### config.mk
export PLATFORM = sky130hd
export DESIGN_NAME = bitrev_addr_seq
export DESIGN_NICKNAME = d
export VERILOG_FILES = /design/src/rtl/bitrev_addr_seq.sv
export SDC_FILE = /design/constraint.sdc
export NUM_CORES = 1
export LEC_CHECK = 0
export CELL_PAD_IN_SITES_DETAIL_PLACEMENT = 0
export CELL_PAD_IN_SITES_GLOBAL_PLACEMENT = 1
export CORE_MARGIN = 3
export CORE_UTILIZATION = 43
export CTS_CLUSTER_DIAMETER = 60
export DETAILED_ROUTE_END_ITERATION = 16
export PLACE_DENSITY_LB_ADDON = 0.1
export SLEW_MARGIN = 40
export SYNTH_ARGS = -nofsm -noshare
export SYNTH_HDL_FRONTEND = slang
export SYNTH_SLANG_ARGS = --single-unit
### constraint.sdc
create_clock -name clk -period 5.2 [get_ports clk]
set_input_delay 1.04 -clock clk [delete_from_list [all_inputs] [get_ports clk]]
set_output_delay 1.04 -clock clk [all_outputs]
set_load 0.01 [all_outputs]
### src/rtl/bitrev_addr_seq.sv
// FFT address sequencer: emits 2^L indices in natural or bit-reversed order over a
// valid/ready stream. Length and order are latched per run.
module bitrev_addr_seq #(
  parameter int MAX_LOG2N = 10,
  parameter int LW        = 4
) (
  input  logic                 clk,
  input  logic                 rst_n,
  input  logic                 start,
  input  logic [LW-1:0]        log2n,
  input  logic                 mode,
  input  logic                 abort,
  input  logic                 ready,
  output logic                 addr_valid,
  output logic [MAX_LOG2N-1:0] addr,
  output logic [MAX_LOG2N:0]   addr_idx,
  output logic                 last,
  output logic                 busy,
  output logic                 done,
  output logic                 cfg_err
);

  localparam int AW = MAX_LOG2N;
  localparam int KW = MAX_LOG2N + 1;

  typedef enum logic [1:0] {S_IDLE, S_RUN, S_DONE} state_t;

  state_t        r_state, w_state_nx;
  logic [LW-1:0] r_len, w_len_nx;
  logic          r_mode, w_mode_nx;
  logic [KW-1:0] r_k, w_k_nx;
  logic          w_cfg_ok, w_done_nx, w_cfg_err_nx, w_run_nx;
  logic [AW-1:0] w_addr_nx;

  function automatic logic [KW-1:0] f_kmax(input logic [LW-1:0] len);
    return (KW'(1) << len) - KW'(1);
  endfunction

  // Full-width reversal then right shift leaves k[L-1-b] in bit b and zeros above L.
  function automatic logic [AW-1:0] f_bitrev(input logic [AW-1:0] k, input logic [LW-1:0] len);
    logic [AW-1:0] rev;
    for (int b = 0; b < AW; b++) rev[b] = k[AW-1-b];
    return rev >> (AW - int'(len));
  endfunction

  assign w_cfg_ok = (log2n != '0) && (log2n <= LW'(MAX_LOG2N));

  always_comb begin
    w_state_nx   = r_state;
    w_len_nx     = r_len;
    w_mode_nx    = r_mode;
    w_k_nx       = r_k;
    w_done_nx    = 1'b0;
    w_cfg_err_nx = 1'b0;
    case (r_state)
      S_IDLE: begin
        if (start) begin
          if (w_cfg_ok) begin
            w_state_nx = S_RUN;
            w_len_nx   = log2n;
            w_mode_nx  = mode;
            w_k_nx     = '0;
          end else begin
            w_cfg_err_nx = 1'b1;
          end
        end
      end
      S_RUN: begin
        // abort wins over a same-cycle transfer, including the final one
        if (abort) begin
          w_state_nx = S_IDLE;
        end else if (ready) begin
          if (r_k == f_kmax(r_len)) begin
            w_state_nx = S_DONE;
            w_done_nx  = 1'b1;
          end else begin
            w_k_nx = r_k + KW'(1);
          end
        end
      end
      S_DONE:  w_state_nx = S_IDLE;
      default: w_state_nx = S_IDLE;
    endcase
  end

  assign w_run_nx  = (w_state_nx == S_RUN);
  assign w_addr_nx = w_mode_nx ? f_bitrev(w_k_nx[AW-1:0], w_len_nx) : w_k_nx[AW-1:0];

  // Outputs are registered from next-state values so they appear with the state change.
  always_ff @(posedge clk or negedge rst_n) begin
    if (!rst_n) begin
      r_state    <= S_IDLE;
      r_len      <= '0;
      r_mode     <= 1'b0;
      r_k        <= '0;
      addr_valid <= 1'b0;
      busy       <= 1'b0;
      last       <= 1'b0;
      addr       <= '0;
      addr_idx   <= '0;
      done       <= 1'b0;
      cfg_err    <= 1'b0;
    end else begin
      r_state    <= w_state_nx;
      r_len      <= w_len_nx;
      r_mode     <= w_mode_nx;
      r_k        <= w_k_nx;
      addr_valid <= w_run_nx;
      busy       <= w_run_nx;
      last       <= w_run_nx && (w_k_nx == f_kmax(w_len_nx));
      addr       <= w_run_nx ? w_addr_nx : '0;
      addr_idx   <= w_run_nx ? w_k_nx : '0;
      done       <= w_done_nx;
      cfg_err    <= w_cfg_err_nx;
    end
  end

endmodule

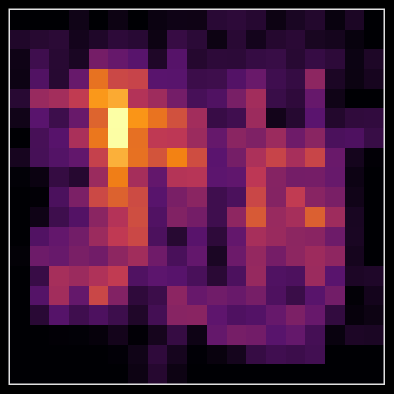
Run 1: wire density map
(4 px per um) The die is cut into 19 by 19 equal tiles; black is low, pale yellow is high, scaled to the fullest tile. Values are wire area over tile area, all layers added.
The emptiest ninth of the die: north-east. 10% of the tiles are over half the peak. The fullest tile reaches 0.78. The mean over all tiles is 0.17. The densest ninth of the die: center.

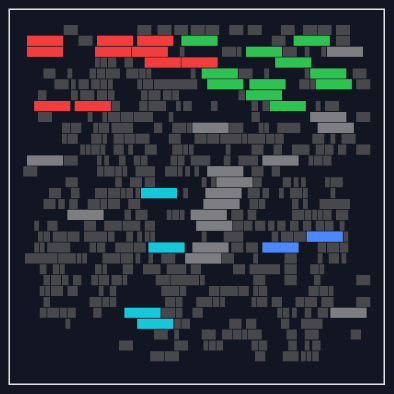
Run 1: register map, names as in the netlist
(4 px per um) Other sequential cells in the stronger gray, the rest of the logic in the fainter gray.
Key: cyan = `r_len` [flops 4]; blue = `r_state` [flops 2]; red = `addr` [flops 10]; green = `addr_idx` [flops 11]
Another 16 sequential cells are not colored.

==> flow_summary_export.csv, run 1 <==
group,metric,value,unit
hold_path,hp-class,"register to register",
routing,vias_per_cell,5.96,
yosys,ys_sh_simple,22.1,%
routing,finalWirelength,9430,um
clocking,clkLatencyLatePin,0.30,ns
worst_setup_path,cp_num_buf_inv,2,
layout,finalNonFillerCells,513,
worst_setup_path,critPathTopFamily,"simple AND/OR/NAND/NOR gates",
routing,antenna_left,0,
global_route,antenna_found_initial,0,
worst_setup_path,r2r_start,"r_len[0]",
die,die_w,93.4,um
worst_setup_path,rrSetupSlack,0.67,ns
die,num_io_pins,36,
die,tapCellCount,99,
routing,drtPass1Iterations,6,
worst_setup_path,path_common_cell,"nor2_1",
hold_path,holdPathStages,2,
clocking,ctsLongestPathBuffers,2,
layout,post-route-util,52.1,%
layout,diodes,0,
final_timing,relSlewSlack,51.0,%
placed_design,dp.cells,505,
power,power.density,375,nW/um^2
placed_design,gp_congestion,0.961,
die,fp-utilization,44.8,%
hold_path,min_from,"r_k[10]",
yosys,xor_share,8.08,%
run_status,outcome,"finished, final reports clean",
routing,wire_per_inst,18.4,um
placed_design,io_buffers,35,
clocking,ctsResizeCount,0,
clocking,cts.htree.levels,2,
yosys,netlist_instances,384,
yosys,common_cells,"dfrtp_1, nand2_1, nor2_1",
placed_design,dp_slack,0.280,ns
final_timing,clock_skew,0.0121,ns
routing,drt_iter0_markers,169,
yosys,ys_async_sr_fraction,100,%
yosys,numSynthFlops,43,
layout,reg.largest.list,"addr_idx (11), r_k (11), addr (10)",
yosys,yosys-top-cells-area,"dfrtp_1, nand2_1, nor2_1",
final_timing,grt_setup_unrepaired,"no",
layout,buf_share,11.3,%
yosys,syn_area,3280,um^2
layout,comb_area,2010,um^2
global_route,gr-usage-met3,3.06,%
clocking,clock_sinks,43,
die,core,7330,um^2
final_timing,fin_setup_tns,0,ns
yosys,compound_area_share,25.5,%
global_route,grt.busiest_layer,"met2",
routing,vias,3060,
power,peakVddDrop,0.176,mV
final_timing,period_needed,4.58,ns
worst_setup_path,r2r_cells,14,
yosys,synth_nets,402,
yosys,top_cell_area_share,32.8,%
power,p_total,1.43,mW
worst_setup_path,worst-path-stages,14,
global_route,grt_pass1_wl,15200,um
layout,clock_area_share,2.95,%
worst_setup_path,path_class,"input port to register",
clocking,cts_setup_buffers,0,
routing,drc,0,
final_timing,whs,0.692,ns
layout,nets,431,
routing,wl_met2,4420,um
yosys,ys_warn_count,0,
yosys,ys_types,81,
placed_design,postPlaceCellArea,3710,um^2
layout,seq_share,28.2,%
global_route,use_met2,35.4,%
clocking,clkTransAtPathRegs,0.09,ns
worst_setup_path,r2r_end,"addr[1]",
final_timing,drv_slew,0,
worst_setup_path,cp.required,5.41,ns
layout,regArea,1080,um^2
die,rows,31,
clocking,cts_root_buffer,"clkbuf_8",
global_route,grt_use_total,22.3,%
clocking,cts_tree,"yes",
yosys,yosys_cells,384,
routing,top_layer_used,"met4",
worst_setup_path,start_kind,"input port",
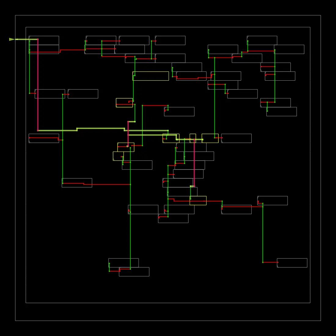
Run 1: clock wiring as the flow saved it
clock group total power: 266 uW
# clk buffers: 5

## run 1: cells in the final DEF, fill, tap and decap left out, types with 6 or more instances in the layout
| cell | instances |
|---|---|
| a21oi_1 | 19 |
| nand3_1 | 8 |
| xor2_1 | 10 |
| and2_1 | 7 |
| clkdlybuf4s50_1 | 34 |
| inv_1 | 14 |
| o21ai_1 | 9 |
| ha_1 | 8 |
| o22ai_1 | 7 |
| nand2_1 | 39 |
| o21ai_0 | 15 |
| nor2_1 | 37 |
| xnor2_1 | 14 |
| dfrtp_1 | 43 |
| nor3_1 | 8 |
| a31oi_1 | 10 |
| nand4_1 | 6 |
| buf_4 | 12 |
## run 1: power breakdown
group	switching [mW]	internal [mW]	total, mW
Combinational	0.464	0.293	0.757
Clock	0.123	0.143	0.266
Sequential	0.0519	0.359	0.411
## Run 2: what changed since run 1
- CORE_ASPECT_RATIO: unset -> 0.75
==> flow_summary_export.csv, run 2 <==
group,metric,value,unit
routing,vias_per_cell,6.06,
routing,wire_per_inst,18.7,um
power,peakVddDrop,0.220,mV
worst_setup_path,cp_num_buf_inv,2,
hold_path,min_from,"r_mode",
global_route,grt_pass1_wl,15700,um
final_timing,grt_setup_unrepaired,"no",
die,die_w,107,um
worst_setup_path,r2r_end,"addr[2]",
hold_path,holdPathStages,3,
layout,nets,439,
routing,drtPass1Iterations,4,
routing,top_layer_used,"met4",
yosys,yosys-top-cells-area,"dfrtp_1, nand2_1, nor2_1",
routing,wl_met2,4070,um
global_route,antenna_found_initial,0,
placed_design,dp.cells,512,
yosys,syn_area,3280,um^2
power,netSwitchingFraction,44.3,%
final_timing,period_needed,4.55,ns
placed_design,postPlaceCellArea,3770,um^2
layout,finalNonFillerCells,520,
clocking,clock_sinks,43,
worst_setup_path,r2r_cells,13,
layout,comb_area,2010,um^2
power,p_total,1.46,mW
global_route,grt.busiest_layer,"met1",
routing,drt_iter0_markers,253,
layout,clock_area_share,2.90,%
final_timing,fin_setup_tns,0,ns
layout,comb_cells,298,
worst_setup_path,worstPathCellList,"clkdlybuf4s50_1, or3b_1, a211oi_4, mux2i_2, inv_1, ha_1, nand2_1, ha_1, nand2_1, nand2_1, nor2_1, o31ai_1, xnor2_1, nand4_1, nor4_1",
yosys,common_cells,"dfrtp_1, nand2_1, nor2_1",
final_timing,clock_skew,0.00763,ns
clocking,cts.htree.levels,2,
yosys,yosys_cells,384,
final_timing,whs,0.670,ns
layout,reg.largest.list,"addr_idx (11), r_k (11), addr (10)",
placed_design,dp_slack,0.320,ns
clocking,cts_root_buffer,"clkbuf_8",
yosys,numSynthFlops,43,
layout,lay_top_cells,"dfrtp_1, nand2_1, nor2_1",
worst_setup_path,crit_start,"start",
routing,drc,0,
yosys,synth_nets,402,
die,core,7090,um^2
worst_setup_path,start_kind,"input port",
layout,diodes,0,
die,tapCellCount,98,
placed_design,gp_congestion,0.903,
yosys,ys_async_sr_fraction,100,%
yosys,top_cell_area_share,32.8,%
worst_setup_path,path_common_cell,"nand2_1",
clocking,cts_setup_buffers,0,
worst_setup_path,path_class,"input port to register",
die,fp-utilization,46.3,%
power,p_comb_share,55.0,%
layout,buf_share,12.6,%
final_timing,drv_slew,0,
yosys,netlist_instances,384,
yosys,ys_types,81,
clocking,ctsResizeCount,0,
global_route,grt_use_total,23.2,%
worst_setup_path,r2r_start,"r_len[2]",
layout,n_clock_buffer,5,
power,power.density,376,nW/um^2
placed_design,io_buffers,35,
run_status,outcome,"finished, final reports clean",
final_timing,relSlewSlack,51.5,%
routing,antenna_left,0,
die,num_io_pins,36,
hold_path,hp-class,"register to register",
clocking,ctsLongestPathBuffers,2,
yosys,ys_warn_count,0,
worst_setup_path,rrSetupSlack,0.89,ns
global_route,grt_pass1_vias,2902,
layout,regArea,1080,um^2
worst_setup_path,worst-path-stages,15,
clocking,clkTransAtPathRegs,0.09,ns
layout,final_cell_area,3880,um^2
power,p_int,814,uW
clocking,cts_tree,"yes",
global_route,use_met2,34.1,%
layout,layout.cells.most_common,"dfrtp_1",
power,clock_power_share,18.5,%
die,rows,26,
-- run 2: cell counts after synthesis --
Identical to the previous run, type by type.
-- run 2: logic make-up (layout without fill, tap and decap cells) --
group	count (synthesis)	after routing	synth area share [%]
AND-OR/OR-AND	115	115	25.5
XOR/XNOR	27	27	8.08
adder cells (fa/ha/maj)	8	8	3.05
buffers and inverters	43	81	6.10
flip-flops	43	43	32.8
multiplexers	7	7	2.40
AND/OR/NAND/NOR	141	141	22.1
-- run 2: power by group through the flow --
stage	Combinational, mW	Clock [mW]	Sequential [mW]
after global placement	0.788	0	0.392
after detailed placement	0.786	0	0.393
after global routing	0.887	0.291	0.390
final	0.803	0.270	0.387
after floorplan	0.579	0	0.383
after CTS	0.790	0.276	0.386
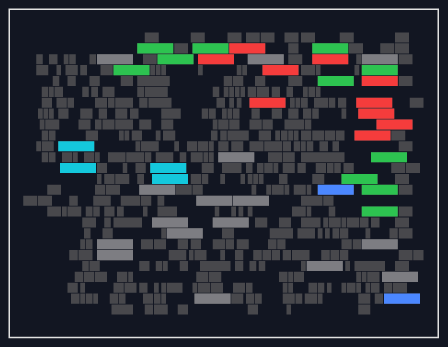
Run 2: register map, names as in the netlist
(4 px per um) Other sequential cells in the stronger gray, the rest of the logic in the fainter gray.
Key: red = `addr` [flops 10, where north-east]; cyan = `r_len` [flops 4, where west]; green = `addr_idx` [flops 11]; blue = `r_state` [flops 2]

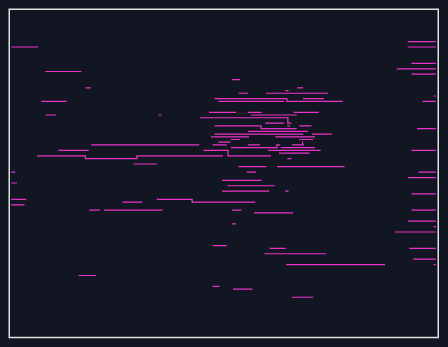
Run 2: metal 3
(4 px per um)
The wires run mostly horizontal. The layer holds 7.1% of the routed length. 70 nets have wire on it.
drt total wl: 9700 um
DR vias: 3152
GR Util met3: 3.38%

Power figures rest on the tool's default switching activity, not on a simulated workload.
